`config.mk`:
```
export PLATFORM = sky130hd
export DESIGN_NAME = saturn_bus_prog_queue
export DESIGN_NICKNAME = d
export VERILOG_FILES = /design/src/rtl/saturn_bus_prog_queue_pkg.sv /design/src/rtl/saturn_bus_prog_arbiter.sv /design/src/rtl/saturn_bus_prog_queue.sv
export SDC_FILE = /design/constraint.sdc
export NUM_CORES = 1
export LEC_CHECK = 0
export CORE_AREA = 2 2 159 161
export CTS_BUF_LIST = sky130_fd_sc_hd__clkbuf_4 sky130_fd_sc_hd__clkbuf_8
export CTS_CLUSTER_SIZE = 20
export DETAILED_ROUTE_END_ITERATION = 10
export DIE_AREA = 0 0 161 163
export PLACE_DENSITY = 0.56
export REMOVE_ABC_BUFFERS = 1
export SYNTH_ARGS = -nofsm -noshare
export SYNTH_HDL_FRONTEND = slang
export SYNTH_HIERARCHICAL = 1
export SYNTH_SLANG_ARGS = --single-unit
```
`constraint.sdc`:
```
create_clock -name i_clk -period 5.1 [get_ports i_clk]
set_input_delay 1.02 -clock i_clk [delete_from_list [all_inputs] [get_ports i_clk]]
set_output_delay 1.02 -clock i_clk [all_outputs]
set_load 0.1 [all_outputs]
```
`src/rtl/saturn_bus_prog_queue_pkg.sv`:
```
// Shared Saturn bus definitions: BUSCMD codes, programming-queue entry layout and FSM encodings.
// Used by saturn_bus_prog_queue and its arbiter (SATURN_BUS_PROG_RR_ARB_EN selects round-robin).
package saturn_bus_prog_queue_pkg;

   typedef enum logic [3:0] {
      BUSCMD_NOP         = 4'h0,
      BUSCMD_ID          = 4'h1,
      BUSCMD_PC_READ     = 4'h2,
      BUSCMD_DP_READ     = 4'h3,
      BUSCMD_PC_WRITE    = 4'h4,
      BUSCMD_DP_WRITE    = 4'h5,
      BUSCMD_LOAD_PC     = 4'h6,
      BUSCMD_LOAD_DP     = 4'h7,
      BUSCMD_CONFIGURE   = 4'h8,
      BUSCMD_UNCONFIGURE = 4'h9,
      BUSCMD_POLL        = 4'hA,
      BUSCMD_BUS_RESET   = 4'hC,
      BUSCMD_SHUTDOWN    = 4'hD,
      BUSCMD_RESET       = 4'hF
   } buscmd_e;

   // Queue entry is {is_cmd, nibble}
   localparam int ENTRY_W      = 5;
   localparam int CMD_FLAG_BIT = 4;
   typedef logic [ENTRY_W-1:0] entry_t;

   localparam logic [1:0] ST_IDLE = 2'd0;
   localparam logic [1:0] ST_CMD  = 2'd1;
   localparam logic [1:0] ST_ADDR = 2'd2;

   function automatic int idx_width(input int n);
      return (n > 1) ? $clog2(n) : 1;
   endfunction

endpackage

```
`src/rtl/saturn_bus_prog_arbiter.sv`:
```
// Channel arbiter for the bus programming queue: one-hot grant from the request vector.
// Round-robin after the last grant with SATURN_BUS_PROG_RR_ARB_EN, else fixed lowest-index priority.
module saturn_bus_prog_arbiter
#(
   parameter int CHANNELS = 3
)
(
   input  logic [CHANNELS-1:0]                                        i_req,
   input  logic [saturn_bus_prog_queue_pkg::idx_width(CHANNELS)-1:0]  i_last_grant,
   output logic [CHANNELS-1:0]                                        o_grant
);
   import saturn_bus_prog_queue_pkg::*;

   logic found;

`ifdef SATURN_BUS_PROG_RR_ARB_EN
   // Search starts at the channel just above the last one served, wrapping around
   always_comb begin
      o_grant = '0;
      found   = 1'b0;
      for (int i = 0; i < CHANNELS; i++) begin
         if (!found && i_req[(int'(i_last_grant) + 1 + i) % CHANNELS]) begin
            o_grant[(int'(i_last_grant) + 1 + i) % CHANNELS] = 1'b1;
            found = 1'b1;
         end
      end
   end
`else
   logic unused_last_grant;
   assign unused_last_grant = ^i_last_grant;

   always_comb begin
      o_grant = '0;
      found   = 1'b0;
      for (int i = 0; i < CHANNELS; i++) begin
         if (!found && i_req[i]) begin
            o_grant[i] = 1'b1;
            found = 1'b1;
         end
      end
   end
`endif

endmodule

```
`src/rtl/saturn_bus_prog_queue.sv`:
```
// Saturn bus programming queue: serialises per-channel {command, address nibbles} into a show-ahead FIFO.
// Arbitration mode is chosen by SATURN_BUS_PROG_RR_ARB_EN in saturn_bus_prog_arbiter.
module saturn_bus_prog_queue
#(
   parameter int ADDR_NIBBLES = 5,
   parameter int DEPTH        = 32,
   parameter int CHANNELS     = 3
)
(
   input  logic                                 i_clk,
   input  logic                                 i_reset_n,
   input  logic                                 i_clk_en,
   input  logic [CHANNELS-1:0]                  i_req,
   input  logic [4*CHANNELS-1:0]                i_cmd,
   input  logic [4*ADDR_NIBBLES*CHANNELS-1:0]   i_addr,
   input  logic                                 i_flush,
   output logic [CHANNELS-1:0]                  o_ack,
   output logic [4:0]                           o_data,
   output logic                                 o_valid,
   input  logic                                 i_ready,
   output logic [$clog2(DEPTH):0]               o_level,
   output logic                                 o_busy
);
   import saturn_bus_prog_queue_pkg::*;

   localparam int PTR_W = $clog2(DEPTH);
   localparam int LVL_W = PTR_W + 1;
   localparam int CH_W  = idx_width(CHANNELS);
   localparam int NIB_W = idx_width(ADDR_NIBBLES);
   localparam int AW    = 4 * ADDR_NIBBLES;

   logic [1:0]          state_q, state_d;
   logic [CH_W-1:0]     grant_q, grant_d;
   logic [3:0]          cmd_q, cmd_d;
   logic [AW-1:0]       addr_q, addr_d;
   logic [NIB_W-1:0]    ptr_q, ptr_d;
   logic [PTR_W-1:0]    wr_ptr_q, wr_ptr_d;
   logic [PTR_W-1:0]    rd_ptr_q, rd_ptr_d;
   logic [LVL_W-1:0]    level_q, level_d;
   logic [CHANNELS-1:0] ack_q, ack_d;
   logic [CH_W-1:0]     arb_ptr_q, arb_ptr_d;
   entry_t              mem_q [DEPTH];

   logic [CHANNELS-1:0] arb_grant;
   logic [CH_W-1:0]     grant_idx;
   logic [CH_W-1:0]     last_grant;
   logic                space_ok;
   logic                push;
   logic                pop;
   entry_t              push_data;

   // arb_ptr_q holds the next search start; the arbiter wants the channel served before it
   assign last_grant = (arb_ptr_q == '0) ? CH_W'(CHANNELS - 1) : arb_ptr_q - 1'b1;

   saturn_bus_prog_arbiter #(.CHANNELS(CHANNELS)) u_arbiter (
      .i_req        (i_req),
      .i_last_grant (last_grant),
      .o_grant      (arb_grant)
   );

   always_comb begin
      grant_idx = '0;
      for (int i = 0; i < CHANNELS; i++) begin
         if (arb_grant[i]) grant_idx = CH_W'(i);
      end
   end

   // A whole sequence must fit before it starts, so it can never overflow midway
   assign space_ok = (LVL_W'(DEPTH) - level_q) >= LVL_W'(ADDR_NIBBLES + 1);

   always_comb begin
      state_d   = state_q;
      grant_d   = grant_q;
      cmd_d     = cmd_q;
      addr_d    = addr_q;
      ptr_d     = ptr_q;
      ack_d     = '0;
      arb_ptr_d = arb_ptr_q;
      push      = 1'b0;
      push_data = '0;
      case (state_q)
         ST_IDLE: begin
            if (|i_req && space_ok) begin
               grant_d = grant_idx;
               cmd_d   = i_cmd[grant_idx*4 +: 4];
               addr_d  = i_addr[grant_idx*AW +: AW];
               state_d = ST_CMD;
            end
         end
         ST_CMD: begin
            push      = 1'b1;
            push_data = {1'b1, cmd_q};
            ptr_d     = '0;
            state_d   = ST_ADDR;
         end
         ST_ADDR: begin
            push      = 1'b1;
            push_data = {1'b0, addr_q[ptr_q*4 +: 4]};
            if (ptr_q == NIB_W'(ADDR_NIBBLES - 1)) begin
               ack_d[grant_q] = 1'b1;
               arb_ptr_d      = (grant_q == CH_W'(CHANNELS - 1)) ? '0 : grant_q + 1'b1;
               state_d        = ST_IDLE;
            end else begin
               ptr_d = ptr_q + 1'b1;
            end
         end
         default: state_d = ST_IDLE;
      endcase

      pop      = (level_q != '0) && i_ready;
      wr_ptr_d = push ? wr_ptr_q + 1'b1 : wr_ptr_q;
      rd_ptr_d = pop ? rd_ptr_q + 1'b1 : rd_ptr_q;
      case ({push, pop})
         2'b10:   level_d = level_q + 1'b1;
         2'b01:   level_d = level_q - 1'b1;
         default: level_d = level_q;
      endcase

      // Flush overrides everything; the arbiter pointer is untouched so the aborted channel is served again
      if (i_flush) begin
         state_d  = ST_IDLE;
         ack_d    = '0;
         push     = 1'b0;
         wr_ptr_d = '0;
         rd_ptr_d = '0;
         level_d  = '0;
      end
   end

   always_ff @(posedge i_clk) begin
      if (!i_reset_n) begin
         state_q   <= ST_IDLE;
         grant_q   <= '0;
         cmd_q     <= '0;
         addr_q    <= '0;
         ptr_q     <= '0;
         wr_ptr_q  <= '0;
         rd_ptr_q  <= '0;
         level_q   <= '0;
         ack_q     <= '0;
         arb_ptr_q <= '0;
      end else if (i_clk_en) begin
         state_q   <= state_d;
         grant_q   <= grant_d;
         cmd_q     <= cmd_d;
         addr_q    <= addr_d;
         ptr_q     <= ptr_d;
         wr_ptr_q  <= wr_ptr_d;
         rd_ptr_q  <= rd_ptr_d;
         level_q   <= level_d;
         ack_q     <= ack_d;
         arb_ptr_q <= arb_ptr_d;
      end
   end

   always_ff @(posedge i_clk) begin
      if (i_reset_n && i_clk_en && push) mem_q[wr_ptr_q] <= push_data;
   end

   assign o_ack   = ack_q;
   assign o_data  = mem_q[rd_ptr_q];
   assign o_valid = (level_q != '0);
   assign o_level = level_q;
   assign o_busy  = (state_q != ST_IDLE);

endmodule
```
### Close-up of the layout, run 1

Window x 60 to 100, y 29 to 69 um. Cells in grey, sequential cells in the stronger grey; small squares are vias.
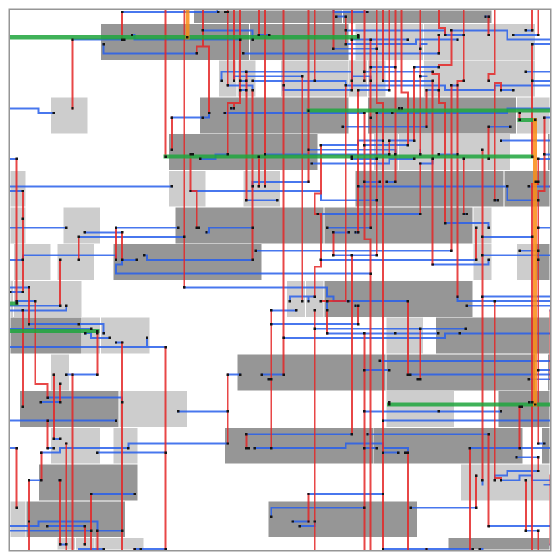
[M1] blue
[M4] orange
[M3] green
[M2] red
netlist names of flops here include: mem_q (15), addr_q (3)
sequential cells in the window: 20
cells with their middle in the window: 51
most frequent: edfxtp_1 (15), nor2_1 (10)

### M3 wires, run 1

The bar under the picture is 50 um long.
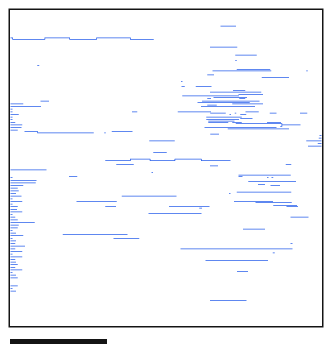
nets with wire on the layer: 105
main direction: horizontal
share of all routed wire: 6.6%

### Clock distribution, run 1

The bar under the picture is 50 um long.
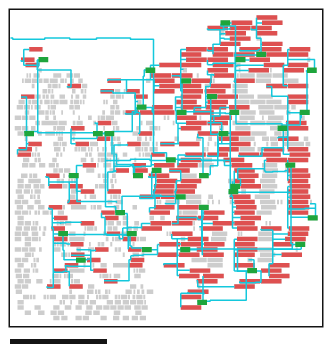
[clock wires] cyan | length: 2860 um
[clock-net drivers] green | count: 37
[flip-flops] red | count: 215
routed clock nets: 38
Clk. pwr: 1580 uW
Final Skew: 41.79 ps
Clk pwr share: 0.416
Clk Latency, worst-skew pair: 560 ps

==> flow_metrics.env <==
# physical design summary
export IMPL_status="finished, final reports clean"
export IMPL_setup_worst_path_start_class="flip-flop"
export IMPL_relSlewSlack=0.3392
export IMPL_nNonClkInverters=17
export IMPL_buffers_excl_clock=108
export IMPL_finalNonFillerCells=1146
export IMPL_use_met3=0.03361
export IMPL_yosysWarnings=6
export IMPL_path_depth=5
export IMPL_min_from="addr_q[13]"
export IMPL_met2_usage=0.2840
export IMPL_flop_count=215
export IMPL_p_seq_uw=1900
export IMPL_setup_violations=0
export IMPL_path_class="reg -> out"
export IMPL_synthToLayoutAreaGrowth_pct=21.24
export IMPL_buf_share=0.08878
export IMPL_antennaDiodeCount=0
export IMPL_fp_util=0.3901
export IMPL_timing_rr_start="state_q[0]"
export IMPL_grt_max_degree=51
export IMPL_p_sw_uw=888.0
export IMPL_cts_root_buf="clkbuf_8"
export IMPL_avgSynthCellArea_um2=14.13
export IMPL_die_w_um=161
export IMPL_cp_top_family="multiplexers"
export IMPL_hold_path_depth=2
export IMPL_dpl_cell_area_um2=10910
export IMPL_fin_hold_ws_ps=491.8
export IMPL_drive_gt1_frac=0.1887
export IMPL_arrival_ps=3390
export IMPL_comb_share=0.2993
export IMPL_post_cts_resized=0
export IMPL_dp_cells=1078
export IMPL_crit_end="o_data[3]"
export IMPL_clock_buffers=53
export IMPL_drv_cap=0
export IMPL_well_tap_count=330
export IMPL_r2r_cells=11
export IMPL_core_area_um2=24670
export IMPL_portBuffers=95
export IMPL_numCtsBuffers=37
export IMPL_hpwl_mm=14.57
export IMPL_fin_setup_tns_ps=0
export IMPL_maxPowerGroup="registers"
export IMPL_grtUsageMet1=0.2237
export IMPL_utilization=0.4729
export IMPL_dieArea_um2=26240
export IMPL_p_sw_frac=0.2338
export IMPL_min_period_over_period=0.8651
export IMPL_fin_ws_ps=688.2
export IMPL_fin_area_um2=11670
export IMPL_intPower_uw=2911
export IMPL_top_register="mem_q"
export IMPL_wl_met1_mm=9.537
export IMPL_synth_area_um2=9624
export IMPL_cp_slowest_cell="dfxtp_2"
export IMPL_finalNetCount=882
export IMPL_ir_drop_uv=174.2
export IMPL_crit_buf_inv=2
export IMPL_seq_share=0.5062
export IMPL_fmax_ghz=0.2267
export IMPL_p_comb_uw=316
export IMPL_fin_crit_ps=4412
export IMPL_syn_inst=681
export IMPL_htreeDepth=2
export IMPL_clk_path_buf_depth=3
export IMPL_drtPass1Iterations=5
export IMPL_gp_congestion=0.8719
Power and IR drop assume default switching activity.
